ff_map.png
The bar under the picture is 50 um long. Other sequential cells in the stronger gray, the rest of the logic in the fainter gray.
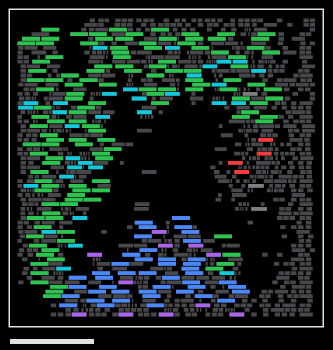
clock_wires.png
The bar under the picture is 50 um long.
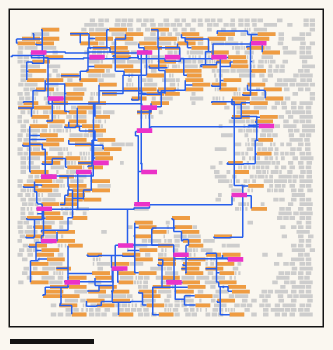
closeup.png
Region (124, 32) to (154, 62) um. Cells in gray, sequential cells in the stronger gray; small squares are vias.
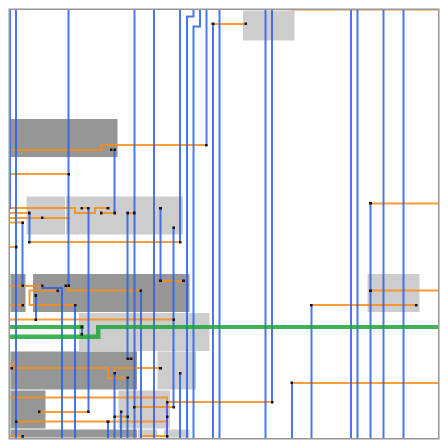
clock_nets.png
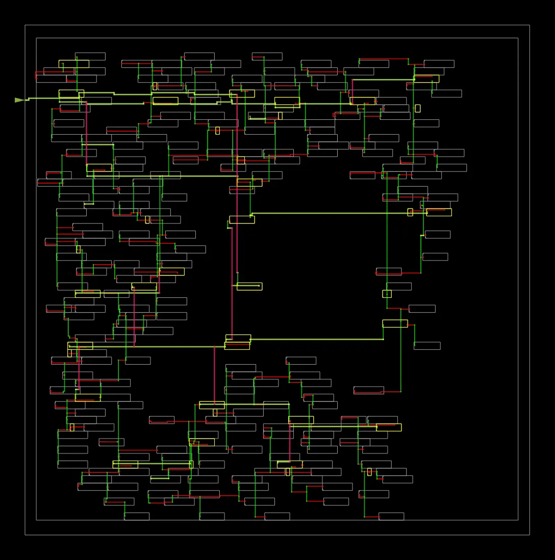
sizing.png
The bar under the picture is 50 um long.
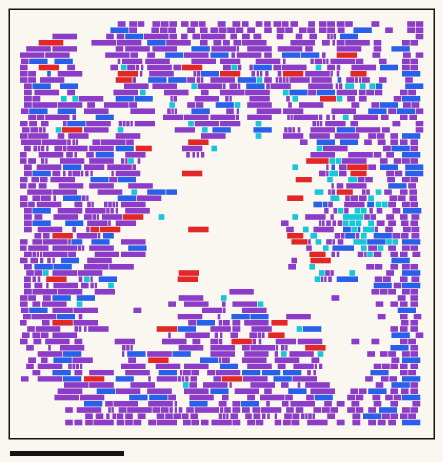
===== config.mk =====
export PLATFORM = sky130hd
export DESIGN_NAME = ehl_ahb_matrix_out
export DESIGN_NICKNAME = d
export VERILOG_FILES = /design/src/rtl/ehl_ahb_matrix_out.sv
export SDC_FILE = /design/constraint.sdc
export NUM_CORES = 1
export LEC_CHECK = 0
export CAP_MARGIN = 30
export CORE_AREA = 4 4 181 183
export CTS_BUF_LIST = sky130_fd_sc_hd__clkbuf_16
export DETAILED_ROUTE_END_ITERATION = 6
export DIE_AREA = 0 0 185 187
export PLACE_DENSITY = 0.75
export SYNTH_ARGS = -nofsm -noshare
export SYNTH_HDL_FRONTEND = slang
export SYNTH_SLANG_ARGS = --single-unit
export TNS_END_PERCENT = 30

===== constraint.sdc =====
create_clock -name hclk -period 5 [get_ports hclk]
set_input_delay 1 -clock hclk [delete_from_list [all_inputs] [get_ports hclk]]
set_output_delay 1 -clock hclk [all_outputs]
set_load 0.02 [all_outputs]

===== src/rtl/ehl_ahb_matrix_out.sv =====
// ---------------------------------------------------------------------------
// ehl_ahb_matrix_out
//   AHB matrix output stage, one instance per slave port. Arbitrates among
//   MNUM masters whose routed htrans targets this slave. It drives the grant
//   owner's address, control and write data onto the slave. Masters that lose
//   arbitration have their address phase captured in per-master pending
//   registers and are stalled until those requests are served.
//
// Parameters
//   MNUM          number of master ports (1..16)
//
// Build option
//   EHL_AHB_MATRIX_OUT_RR_EN  defined   : round-robin arbitration
//                             undefined : fixed priority, master 0 highest
//
// Ports
//   hclk, hresetn     clock (rising edge), asynchronous active-low reset
//   im_haddr          MNUM x 32  per-master address
//   im_htrans         MNUM x 2   per-master htrans (already masked upstream)
//   im_hctl           MNUM x 11  per-master {hwrite,hprot,hburst,hsize}
//   im_hwdata         MNUM x 32  per-master write data
//   im_hready         MNUM       HREADY seen on each master bus
//   om_hready         MNUM       per-master ready back to the input stages
//   om_hresp          MNUM x 2   per-master response
//   om_hrdata         32         broadcast read data
//   os_hsel/haddr/htrans/hctl/hwdata/hready   slave-side drive
//   is_hreadyout/is_hresp/is_hrdata           slave-side response
// ---------------------------------------------------------------------------
module ehl_ahb_matrix_out #(
    parameter int MNUM = 4
) (
    input  logic               hclk,
    input  logic               hresetn,
    input  logic [MNUM*32-1:0] im_haddr,
    input  logic [MNUM*2-1:0]  im_htrans,
    input  logic [MNUM*11-1:0] im_hctl,
    input  logic [MNUM*32-1:0] im_hwdata,
    input  logic [MNUM-1:0]    im_hready,
    output logic [MNUM-1:0]    om_hready,
    output logic [MNUM*2-1:0]  om_hresp,
    output logic [31:0]        om_hrdata,
    output logic               os_hsel,
    output logic [31:0]        os_haddr,
    output logic [1:0]         os_htrans,
    output logic [10:0]        os_hctl,
    output logic [31:0]        os_hwdata,
    output logic               os_hready,
    input  logic               is_hreadyout,
    input  logic [1:0]         is_hresp,
    input  logic [31:0]        is_hrdata
);

    localparam int IW = (MNUM > 1) ? $clog2(MNUM) : 1;

    localparam logic [1:0] HT_IDLE = 2'b00;
    localparam logic [1:0] HT_BUSY = 2'b01;
    localparam logic [1:0] HT_NSEQ = 2'b10;
    localparam logic [1:0] HT_SEQ  = 2'b11;
    localparam logic [1:0] RESP_OKAY = 2'b00;

    // First requester found when scanning upward from 'start', wrapping at
    // MNUM. Result is {valid, index}.
    function automatic logic [IW:0] arb_pick(input logic [MNUM-1:0] r,
                                             input logic [IW-1:0]   start);
        logic [IW:0]   res;
        logic [IW:0]   sum;
        logic [IW-1:0] idx;
        res = '0;
        for (int i = MNUM - 1; i >= 0; i--) begin
            sum = {1'b0, start} + (IW+1)'(i);
            if (sum >= (IW+1)'(MNUM)) sum = sum - (IW+1)'(MNUM);
            idx = sum[IW-1:0];
            if (r[idx]) res = {1'b1, idx};
        end
        return res;
    endfunction

    // Per-master views of the packed input buses
    logic [31:0] m_addr  [MNUM];
    logic [1:0]  m_trans [MNUM];
    logic [10:0] m_ctl   [MNUM];
    logic [31:0] m_wdata [MNUM];

    always_comb begin
        for (int m = 0; m < MNUM; m++) begin
            m_addr[m]  = im_haddr[m*32 +: 32];
            m_trans[m] = im_htrans[m*2 +: 2];
            m_ctl[m]   = im_hctl[m*11 +: 11];
            m_wdata[m] = im_hwdata[m*32 +: 32];
        end
    end

    // Control state
    logic [MNUM-1:0] pend_vld_q, pend_vld_d;
    logic            dp_vld_q,   dp_vld_d;
    logic [IW-1:0]   dp_owner_q, dp_owner_d;
    logic [IW-1:0]   owner_q,    owner_d;
    logic [31:0]     last_addr_q, last_addr_d;
    logic [10:0]     last_ctl_q,  last_ctl_d;

    // Captured address phases (data only, no reset)
    logic [31:0] pend_addr_q [MNUM];
    logic [10:0] pend_ctl_q  [MNUM];

    logic [MNUM-1:0] live;
    logic [MNUM-1:0] req;
    logic [MNUM-1:0] acc_vec;
    logic [IW-1:0]   arb_start;
    logic [IW:0]     pick;
    logic            lock;
    logic            gvld;
    logic [IW-1:0]   grant;
    logic            accept;
    logic            src_pend;
    logic [31:0]     src_addr;
    logic [10:0]     src_ctl;
    logic [1:0]      src_trans;

`ifdef EHL_AHB_MATRIX_OUT_RR_EN
    logic [IW-1:0] rr_ptr_q, rr_ptr_d;

    always_comb begin
        rr_ptr_d = rr_ptr_q;
        if (accept) begin
            if (grant == IW'(MNUM - 1)) rr_ptr_d = '0;
            else                        rr_ptr_d = grant + IW'(1);
        end
    end

    always_ff @(posedge hclk or negedge hresetn) begin
        if (!hresetn) rr_ptr_q <= '0;
        else          rr_ptr_q <= rr_ptr_d;
    end

    assign arb_start = rr_ptr_q;
`else
    assign arb_start = '0;
`endif

    // ---- request / arbitration (address phase, combinational) ----
    always_comb begin
        // A pending master is stalled, so its bus copy is never a new request.
        for (int m = 0; m < MNUM; m++)
            live[m] = m_trans[m][1] & im_hready[m] & ~pend_vld_q[m];
        req  = pend_vld_q | live;
        // The owner keeps the slave for the remaining beats of its burst.
        lock = (m_trans[owner_q] == HT_SEQ) || (m_trans[owner_q] == HT_BUSY);
        pick = arb_pick(req, arb_start);
        if (lock) begin
            gvld  = 1'b1;
            grant = owner_q;
        end else begin
            gvld  = pick[IW];
            grant = pick[IW-1:0];
        end
        accept = gvld & is_hreadyout;
        for (int m = 0; m < MNUM; m++)
            acc_vec[m] = accept && (grant == IW'(m));
    end

    // ---- slave drive ----
    always_comb begin
        src_pend  = pend_vld_q[grant];
        src_addr  = src_pend ? pend_addr_q[grant] : m_addr[grant];
        src_ctl   = src_pend ? pend_ctl_q[grant]  : m_ctl[grant];
        src_trans = src_pend ? HT_NSEQ            : m_trans[grant];
        // A SEQ beat from a master that did not own the previous address
        // phase starts a new transfer as far as this slave is concerned.
        if ((grant != owner_q) && (src_trans == HT_SEQ)) src_trans = HT_NSEQ;

        if (gvld) begin
            os_hsel   = 1'b1;
            os_htrans = src_trans;
            os_haddr  = src_addr;
            os_hctl   = src_ctl;
        end else begin
            os_hsel   = 1'b0;
            os_htrans = HT_IDLE;
            os_haddr  = last_addr_q;
            os_hctl   = last_ctl_q;
        end
    end

    assign os_hwdata = m_wdata[dp_owner_q];
    assign os_hready = is_hreadyout;
    assign om_hrdata = is_hrdata;

    // ---- per-master response ----
    always_comb begin
        om_hready = '1;
        om_hresp  = '0;
        for (int m = 0; m < MNUM; m++) begin
            if (dp_vld_q && (dp_owner_q == IW'(m))) begin
                om_hready[m]       = is_hreadyout;
                om_hresp[m*2 +: 2] = is_hresp;
            end else begin
                om_hresp[m*2 +: 2] = RESP_OKAY;
                if (pend_vld_q[m] || (live[m] && !acc_vec[m]))
                    om_hready[m] = 1'b0;
            end
        end
    end

    // ---- next state ----
    always_comb begin
        pend_vld_d  = (pend_vld_q | live) & ~acc_vec;
        dp_vld_d    = dp_vld_q;
        dp_owner_d  = dp_owner_q;
        owner_d     = owner_q;
        last_addr_d = last_addr_q;
        last_ctl_d  = last_ctl_q;
        if (is_hreadyout) dp_vld_d = accept;
        if (accept) begin
            dp_owner_d  = grant;
            owner_d     = grant;
            last_addr_d = src_addr;
            last_ctl_d  = src_ctl;
        end
    end

    // ---- address phase -> data phase register boundary ----
    always_ff @(posedge hclk or negedge hresetn) begin
        if (!hresetn) begin
            pend_vld_q  <= '0;
            dp_vld_q    <= 1'b0;
            dp_owner_q  <= '0;
            owner_q     <= '0;
            last_addr_q <= '0;
            last_ctl_q  <= '0;
        end else begin
            pend_vld_q  <= pend_vld_d;
            dp_vld_q    <= dp_vld_d;
            dp_owner_q  <= dp_owner_d;
            owner_q     <= owner_d;
            last_addr_q <= last_addr_d;
            last_ctl_q  <= last_ctl_d;
        end
    end

    always_ff @(posedge hclk) begin
        for (int m = 0; m < MNUM; m++) begin
            if (live[m] && !acc_vec[m]) begin
                pend_addr_q[m] <= m_addr[m];
                pend_ctl_q[m]  <= m_ctl[m];
            end
        end
    end

endmodule


==> results.json <==
{
  "worst_setup_path_start_kind": "primary input",
  "first_pass_iters": 7,
  "finalSetupViolCount": 0,
  "synth_top_area_share_pct": 45.5,
  "wirelength_met1_mm": 14.3,
  "final_cell_count_no_fill": 1558,
  "critPathBufInv": 3,
  "grtUsageMet2_pct": 39.5,
  "die-area_um2": 34600,
  "cp.required_ns": 4.00,
  "synth_seq_share_pct": 56.6,
  "path_max_fanout": 24,
  "dp_cells": 1513,
  "dieHeight_um": 187,
  "root_buffer": "clkbuf_16",
  "worst_ep_arrival_time_ns": 3.88,
  "wl_per_cell_um": 26.1,
  "top_cell": "edfxtp_1",
  "grt_max_degree": 92,
  "wl_met3_mm": 4.52,
  "post-dp-hpwl_mm": 30.1,
  "htreeDepth": 1,
  "grt_overflow_total": 0,
  "ant_nets": 0,
  "core.rowCount": 65,
  "antenna_cells": 0,
  "final_area_um2": 16800,
  "power_leakage_uw": 0.00620,
  "grt_pass1_vias": 8973,
  "dr.first_iter.drc_count": 585,
  "ioPinCount": 472,
  "antenna_found_initial": 0,
  "grt_pass1_wl_mm": 58.2,
  "worst_slack_ns": 0.118,
  "ys_top_cells_by_count": "edfxtp_1 (172), mux4_2 (121), nor2_1 (60)",
  "drcViolationCount": 0,
  "yosys_register_bits": 222,
  "finalHoldViolCount": 0,
  "ir_worst_vdd_uv": 478,
  "max_cap_viol_count": 0,
  "flop_cell": "edfxtp_1",
  "worst_path_largest_cell_delay_ns": 0.73,
  "placed_area_um2": 16100,
  "crit_path_top_delay_cell": "mux4_4",
  "yosys_warnings": 0,
  "worst_setup_path_end_kind": "output pin",
  "powerDensity_nw_per_um2": 629,
  "cts_setup_buffers": 0,
  "place_ws_ns": -0.245,
  "grt.total_usage_pct": 22.5,
  "synth_nets": 1068,
  "yosysUniqueCellTypes": 35,
  "hold_ws_ns": 0.486,
  "num-nets-final": 1490,
  "hold_class": "in2async",
  "cts.sinks": 222,
  "gp_congestion": 0.864,
  "clk_pin_slew_ns": 0.06,
  "yosys_area_um2": 11300,
  "worst_pin_slew_ns": 0.720,
  "avgSynthCellArea_um2": 15.8,
  "ys_cells": 719,
  "fin_crit_ns": 4.88,
  "path_cells": "clkdlybuf4s50_1 -> a21oi_2 -> o211ai_1 -> a21oi_4 -> mux4_4 -> buf_12 -> mux2i_1 -> a21oi_1 -> dlygate4sd2_1",
  "status": "finished, final reports clean",
  "cts_resized": 41,
  "netlist_instances": 719,
  "drv_slew": 0,
  "port_buffers": 407,
  "syn2layout_area_growth_pct": 48.4,
  "fp_util_pct": 36.3,
  "crit_family": "buffers and inverters",
  "cts_max_path_buffers": 3,
  "finalCritPeriodShare_pct": 97.6,
  "top_usage_layer": "met2",
  "cts_tree": "done",
  "cts.hold.buffers_added": 0,
  "vias_per_cell": 5.44,
  "final_util_pct": 53.9,
  "slew_headroom_pct": 52.0,
  "grt_setup_unrepaired": "yes",
  "max_freq_mhz": 205,
  "met3_usage_pct": 7.95,
  "drive_gt1_share_pct": 21.8,
  "top_layer": "met5",
  "edf_count": 172
}
Notes on ff_map.png above:
[last_ctl_q] purple | placed flops: 11 | where: south
[pend_vld_q] red | placed flops: 4 | where: east
[last_addr_q] cyan | placed flops: 32
[pend_ctl_q] blue | placed flops: 44 | where: south
[pend_addr_q] green | placed flops: 128 | where: widely spread
not colored: 3

Notes on clock_wires.png above:
[flip-flops] orange | count: 222
[clock-net drivers] magenta | count: 24
[clock wires] blue | length: 2990 um
routed clock nets: 25
flops lie: widely spread

Notes on closeup.png above:
[M1] orange
[M2] blue
[M3] green
cells with their middle in the window: 10
netlist names of flops here include: pend_addr_q (3)
most frequent: edfxtp_1 (3), clkdlybuf4s50_1 (2), buf_4 (2)
sequential cells in the window: 3

Notes on clock_nets.png above:
clk latency late pin: 0.53 ns
clock network power: 1660 uW
total CTS buffers: 24
Layout clock buffers: 25
Clock Skews: 0.0216 ns

Notes on sizing.png above:
[x2] blue | cells: 135 | share: 12% | most used: mux4_2
[x1 and smaller] purple | cells: 904 | share: 78% | most used: clkdlybuf4s50_1
[x6 and larger] red | cells: 41 | share: 3.5% | most used: clkbuf_16
[x3 and x4] cyan | cells: 76 | share: 6.6% | most used: buf_4

## kinds of logic (layout without fill, tap and decap cells)
kind of cell | after synthesis | count (layout) | synth area share, %
AND-OR/OR-AND | 117 | 117 | 5.71
buffers and inverters | 89 | 526 | 5.11
flip-flops | 222 | 222 | 56.6
multiplexers | 170 | 170 | 28.4
AND/OR/NAND/NOR | 121 | 121 | 4.27
## worst paths after layout
check | slack, ns | end | startpoint | depth (start not counted)
min in group hclk | 0.49 | last_addr_q[3] | last_addr_q[3] | 2
worst max register to register | 1.95 | pend_addr_q[3][28] | owner_q[0] | 9
worst max-delay path | 0.12 | os_haddr[19] | im_hready[1] | 9
worst min-delay path | 0.49 | last_addr_q[12] | hresetn | 1
max in group asynchronous | 3.54 | last_addr_q[30] | hresetn | 2
worst min register to register | 0.49 | last_addr_q[3] | last_addr_q[3] | 2
## state kept, by name (all words and copies together) (netlist names)
signal       cells
dp_vld_q         1
last_addr_q     32
last_ctl_q      11
owner_q          2
pend_addr_q    128
pend_ctl_q      44
pend_vld_q       4
## placed cells by master (no fill, tap or decap), types with 3 or more instances in the layout
cell type	instances
clkdlybuf4s50_1	361
edfxtp_1	172
mux4_2	120
buf_4	66
nor2_1	56
a21oi_1	49
nand2_1	48
dfrtp_1	48
o21ai_1	46
mux2i_1	44
dlygate4sd2_1	38
clkbuf_16	25
buf_12	13
inv_1	9
a21o_1	5
nand3_1	4
nor2_4	4
a31oi_1	3
mux2i_2	3
clkinv_1	3
## layout make-up
type	count	area, um^2
flip-flops and latches	222	6420
fillers	2555	14400
multi-input cells	408	4420
inverters	2	7.51
clock buffers	25	626
clock inverters	16	97.6
well taps	402	503
repair buffers	483	4770
## report_power, final
group          total [uW]  switching, uW  internal [uW]
Clock                1660            718            946
Combinational        6400           3240           3160
Sequential           2520            166           2360
Power figures rest on the tool's default switching activity, not on a simulated workload.
